--- src/rtl/timestamp_tx_pkg.sv ---
// Shared types, ASCII constants and the hex digit encoder for the timestamp transmitter.
package timestamp_tx_pkg;

   typedef enum logic [2:0] {
      IDLE,
      START,
      DATA,
      STOP,
      GAP
   } state_t;

   localparam logic [7:0] ASCII_CR = 8'h0D;
   localparam logic [7:0] ASCII_LF = 8'h0A;
   localparam logic [7:0] ASCII_SP = 8'h20;
   localparam logic [7:0] ASCII_0  = 8'h30;
   localparam logic [7:0] ASCII_A  = 8'h41;

   // Uppercase hex digit: 0..9 -> '0'..'9', 10..15 -> 'A'..'F'.
   function automatic logic [7:0] hex_to_ascii(input logic [3:0] v);
      if (v < 4'd10) begin
         return ASCII_0 + {4'h0, v};
      end
      return ASCII_A + {4'h0, v} - 8'd10;
   endfunction

endpackage

--- src/rtl/timestamp_uart_byte_tx.sv ---
// One 8N1 character: baud prescaler plus start/data/stop shifting.
// A load accepted on the final stop-bit cycle chains the next character with no idle cycle.
module timestamp_uart_byte_tx
   import timestamp_tx_pkg::*;
#(
   parameter int unsigned C_DIV = 2500
) (
   input  logic       ck_i,
   input  logic       xarst_i,
   input  logic       load_i,
   input  logic [7:0] byte_i,
   output logic       txd_o,
   output logic       busy_o,
   output logic       done_o,
   output logic       stop_last_nxt_o
);

   localparam int unsigned   CW       = (C_DIV > 1) ? $clog2(C_DIV) : 1;
   localparam logic [CW-1:0] CNT_LAST = CW'(C_DIV - 1);

   state_t        state_q, state_d;
   logic [CW-1:0] cnt_q, cnt_d;
   logic [2:0]    bit_q, bit_d;
   logic [7:0]    sh_q, sh_d;
   logic          txd_q, txd_d;
   logic          tick;

   assign tick            = (cnt_q == CNT_LAST);
   assign txd_o           = txd_q;
   assign busy_o          = (state_q != IDLE);
   assign done_o          = (state_q == STOP) && tick;
   // Lets the parent register DONE so it lands on the final stop-bit cycle.
   assign stop_last_nxt_o = (state_d == STOP) && (cnt_d == CNT_LAST);

   // Next-state: bit sequencing on prescaler ticks.
   always_comb begin
      state_d = state_q;
      cnt_d   = tick ? '0 : cnt_q + 1'b1;
      bit_d   = bit_q;
      sh_d    = sh_q;
      txd_d   = txd_q;
      unique case (state_q)
         IDLE: begin
            cnt_d = '0;
            txd_d = 1'b1;
            if (load_i) begin
               state_d = START;
               sh_d    = byte_i;
               txd_d   = 1'b0;
            end
         end
         START: begin
            if (tick) begin
               state_d = DATA;
               bit_d   = '0;
               txd_d   = sh_q[0];
               sh_d    = {1'b0, sh_q[7:1]};
            end
         end
         DATA: begin
            if (tick) begin
               if (bit_q == 3'd7) begin
                  state_d = STOP;
                  txd_d   = 1'b1;
               end else begin
                  bit_d = bit_q + 1'b1;
                  txd_d = sh_q[0];
                  sh_d  = {1'b0, sh_q[7:1]};
               end
            end
         end
         STOP: begin
            if (tick) begin
               if (load_i) begin
                  state_d = START;
                  sh_d    = byte_i;
                  txd_d   = 1'b0;
               end else begin
                  state_d = IDLE;
               end
            end
         end
         default: begin
            state_d = IDLE;
            cnt_d   = '0;
            txd_d   = 1'b1;
         end
      endcase
   end

   // State register; line idles high.
   always_ff @(posedge ck_i or negedge xarst_i) begin
      if (!xarst_i) begin
         state_q <= IDLE;
         cnt_q   <= '0;
         bit_q   <= '0;
         sh_q    <= '0;
         txd_q   <= 1'b1;
      end else begin
         state_q <= state_d;
         cnt_q   <= cnt_d;
         bit_q   <= bit_d;
         sh_q    <= sh_d;
         txd_q   <= txd_d;
      end
   end

endmodule

--- src/rtl/timestamp_uart_tx.sv ---
// Timestamp transmitter: latches TS_i, sends it as uppercase hex ASCII (MSB digit first)
// plus a terminator over UART 8N1, then an idle gap.
// Build option: TIMESTAMP_TX_CRLF_EN selects a CR LF terminator instead of a single space.
// Frame-level states: START covers the whole run of characters (the byte engine refines
// it into START/DATA/STOP); GAP is the trailing mark time.
module timestamp_uart_tx
   import timestamp_tx_pkg::*;
#(
   parameter int unsigned C_FCK       = 48_000_000,
   parameter int unsigned C_BAUD_RATE = 19_200,
   parameter int unsigned C_TS_W      = 32,
   parameter int unsigned C_REPEAT    = 1,
   parameter int unsigned C_GAP_BITS  = 10
) (
   input  logic              CK_i,
   input  logic              XARST_i,
   input  logic [C_TS_W-1:0] TS_i,
   input  logic              START_i,
   output logic              TXD_o,
   output logic              BUSY_o,
   output logic              DONE_o
);

   localparam int unsigned C_DIV   = (C_FCK + C_BAUD_RATE / 2) / C_BAUD_RATE;
   localparam int unsigned ND      = C_TS_W / 4;
`ifdef TIMESTAMP_TX_CRLF_EN
   localparam int unsigned NT      = 2;
`else
   localparam int unsigned NT      = 1;
`endif
   localparam int unsigned NC      = ND + NT;
   localparam int unsigned IW      = $clog2(NC);
   localparam int unsigned GAP_CYC = C_GAP_BITS * C_DIV;
   localparam int unsigned GW      = (GAP_CYC > 1) ? $clog2(GAP_CYC) : 1;

   localparam logic [IW-1:0] IDX_LAST = IW'(NC - 1);
   localparam logic [GW-1:0] GAP_LAST = (GAP_CYC > 0) ? GW'(GAP_CYC - 1) : '0;

   state_t            state_q, state_d;
   logic [IW-1:0]     idx_q, idx_d;
   logic [C_TS_W-1:0] shadow_q, shadow_d;
   logic [GW-1:0]     gap_q, gap_d;
   logic              busy_q, busy_d;
   logic              done_q, done_d;

   logic              go;
   logic              bt_load;
   logic [7:0]        bt_byte;
   logic              bt_txd, bt_busy, bt_done, bt_last_nxt;

   // Character idx of the frame built from timestamp ts.
   function automatic logic [7:0] char_at(input logic [C_TS_W-1:0] ts, input logic [IW-1:0] idx);
      logic [C_TS_W-1:0] sh;
      if (32'(idx) < ND) begin
         sh = ts >> (4 * (ND - 1 - 32'(idx)));
         return hex_to_ascii(sh[3:0]);
      end
`ifdef TIMESTAMP_TX_CRLF_EN
      return (32'(idx) == ND) ? ASCII_CR : ASCII_LF;
`else
      return ASCII_SP;
`endif
   endfunction

   assign go = (C_REPEAT != 0) || START_i;

   // Frame sequencing: latch, feed characters back to back, gap, registered flags.
   always_comb begin
      state_d  = state_q;
      idx_d    = idx_q;
      shadow_d = shadow_q;
      gap_d    = gap_q;
      bt_load  = 1'b0;
      unique case (state_q)
         IDLE: begin
            if (go && !bt_busy) begin
               shadow_d = TS_i;
               idx_d    = '0;
               bt_load  = 1'b1;
               state_d  = START;
            end
         end
         START: begin
            if (bt_done) begin
               if (idx_q != IDX_LAST) begin
                  idx_d   = idx_q + 1'b1;
                  bt_load = 1'b1;
               end else if (GAP_CYC == 0) begin
                  state_d = IDLE;
               end else begin
                  state_d = GAP;
                  gap_d   = '0;
               end
            end
         end
         GAP: begin
            if (gap_q == GAP_LAST) begin
               state_d = IDLE;
            end else begin
               gap_d = gap_q + 1'b1;
            end
         end
         default: state_d = IDLE;
      endcase
      // Byte mux runs off next-state values so the first digit comes straight from TS_i.
      bt_byte = char_at(shadow_d, idx_d);
      busy_d  = (state_d != IDLE);
      if (GAP_CYC == 0) begin
         done_d = (state_q == START) && bt_last_nxt && (idx_q == IDX_LAST);
      end else begin
         done_d = (state_d == GAP) && (gap_d == GAP_LAST);
      end
   end

   // Frame state register.
   always_ff @(posedge CK_i or negedge XARST_i) begin
      if (!XARST_i) begin
         state_q  <= IDLE;
         idx_q    <= '0;
         shadow_q <= '0;
         gap_q    <= '0;
         busy_q   <= 1'b0;
         done_q   <= 1'b0;
      end else begin
         state_q  <= state_d;
         idx_q    <= idx_d;
         shadow_q <= shadow_d;
         gap_q    <= gap_d;
         busy_q   <= busy_d;
         done_q   <= done_d;
      end
   end

   timestamp_uart_byte_tx #(
      .C_DIV (C_DIV)
   ) u_byte_tx (
      .ck_i            (CK_i),
      .xarst_i         (XARST_i),
      .load_i          (bt_load),
      .byte_i          (bt_byte),
      .txd_o           (bt_txd),
      .busy_o          (bt_busy),
      .done_o          (bt_done),
      .stop_last_nxt_o (bt_last_nxt)
   );

   assign TXD_o  = bt_txd;
   assign BUSY_o = busy_q;
   assign DONE_o = done_q;

endmodule

--- config.mk ---
export PLATFORM = sky130hd
export DESIGN_NAME = timestamp_uart_tx
export DESIGN_NICKNAME = d
export VERILOG_FILES = /design/src/rtl/timestamp_tx_pkg.sv /design/src/rtl/timestamp_uart_byte_tx.sv /design/src/rtl/timestamp_uart_tx.sv
export SDC_FILE = /design/constraint.sdc
export NUM_CORES = 1
export LEC_CHECK = 0
export CAP_MARGIN = 20
export CELL_PAD_IN_SITES_DETAIL_PLACEMENT = 1
export CELL_PAD_IN_SITES_GLOBAL_PLACEMENT = 1
export CORE_UTILIZATION = 48
export DETAILED_ROUTE_END_ITERATION = 12
export PLACE_DENSITY_LB_ADDON = 0.15
export SLEW_MARGIN = 5
export SYNTH_ARGS = -nofsm -noshare
export SYNTH_HDL_FRONTEND = slang
export SYNTH_SLANG_ARGS = --single-unit
--- constraint.sdc ---
create_clock -name CK_i -period 6.6 [get_ports CK_i]
set_input_delay 0.99 -clock CK_i [delete_from_list [all_inputs] [get_ports CK_i]]
set_output_delay 0.99 -clock CK_i [all_outputs]
set_load 0.05 [all_outputs]
==> impl_metrics.csv <==
group,metric,value,unit
route,first_iter_violations,178,
yosys,ys_sh_mux,0.0295,
cts,clock_sinks,81,
final_layout,antenna_cells,0,
floorplanning,pin_count,38,
outcome,status,"finished, final reports clean",
critical_path,crit_type,"flip-flop to flip-flop",
grt,grt_use_met3,0.0404,
final_layout,comb_share,0.449,
critical_path,r2r-start,"idx_q[0]$_DFF_PN0_",
hold_path,hp-class,"flip-flop to flip-flop",
route,ant_nets,0,
final_layout,most-common-layout-cells,"nand2_1, dfrtp_1, nor2_1",
critical_path,cp_top_family,"AND-OR/OR-AND gates",
sta,fin_ws,2610,ps
yosys,synth-adder-area-share,0.0300,
critical_path,required,6850,ps
placed_design,place_hpwl,8.35,mm
floorplanning,initCoreUtil,0.497,
power,p_per_area,373,nW/um^2
cts,clock_latency,350,ps
final_layout,buffers,40,
power,power,1.96,mW
yosys,yosysMostFrequentCell,"nand2_1",
route,wl_met1,5.34,mm
power,p_int,1.19,mW
job,maxCapViolations,0,
yosys,edf_count,0,
power,switching_power,0.768,mW
critical_path,worstPathMaxFanout,30,
placed_design,dpl.cell_count,675,
power,powerComb,0.778,mW
floorplanning,nWellTaps,129,
final_layout,dominant_cells,"multi-input combinational cells",
critical_path,crit_end,"u_byte_tx.sh_q[2]$_DFFE_PN0P_",
critical_path,cp_cell_sequence,"inv_1, ha_1, nand3b_1, and2_1, a21oi_2, a21oi_1, mux2_2, nor2_1, a2bb2oi_2, nor3_1, o311ai_1",
route,wl,12.1,mm
cts,clkTransAtPathRegs,90,ps
yosys,synth_seq_share,0.442,
cts,cts_hold_buf,0,
cts,cts_resized,0,
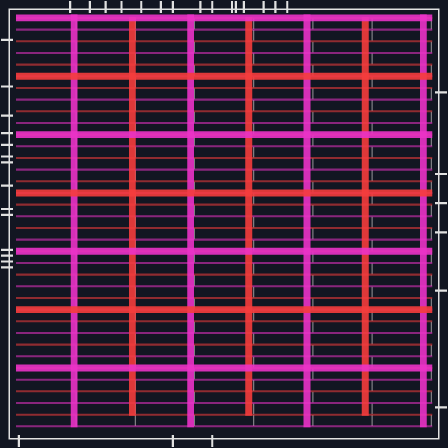
Fig. 1. Supply network.
Pins as bars on the die edge. Tap cells in gray.
color	net
magenta	VSS
red	VDD
met4 straps	7
signal pins	38
rows	35
tap cells	129
met1 rails	36
total core area: 9240 sq um
worst-case vdd ir drop: 0.170 mV
die x size: 99.8 microns

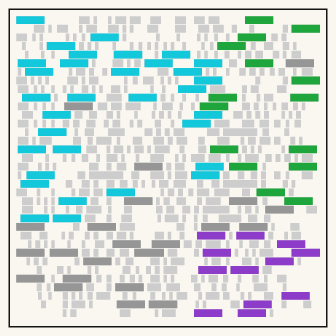
Fig. 2. Where the registers sit.
color	name in the netlist	sequential cells
cyan	shadow_q	32
purple	u_byte_tx.cnt_q	12
green	gap_q	15

Power and IR drop assume default switching activity.
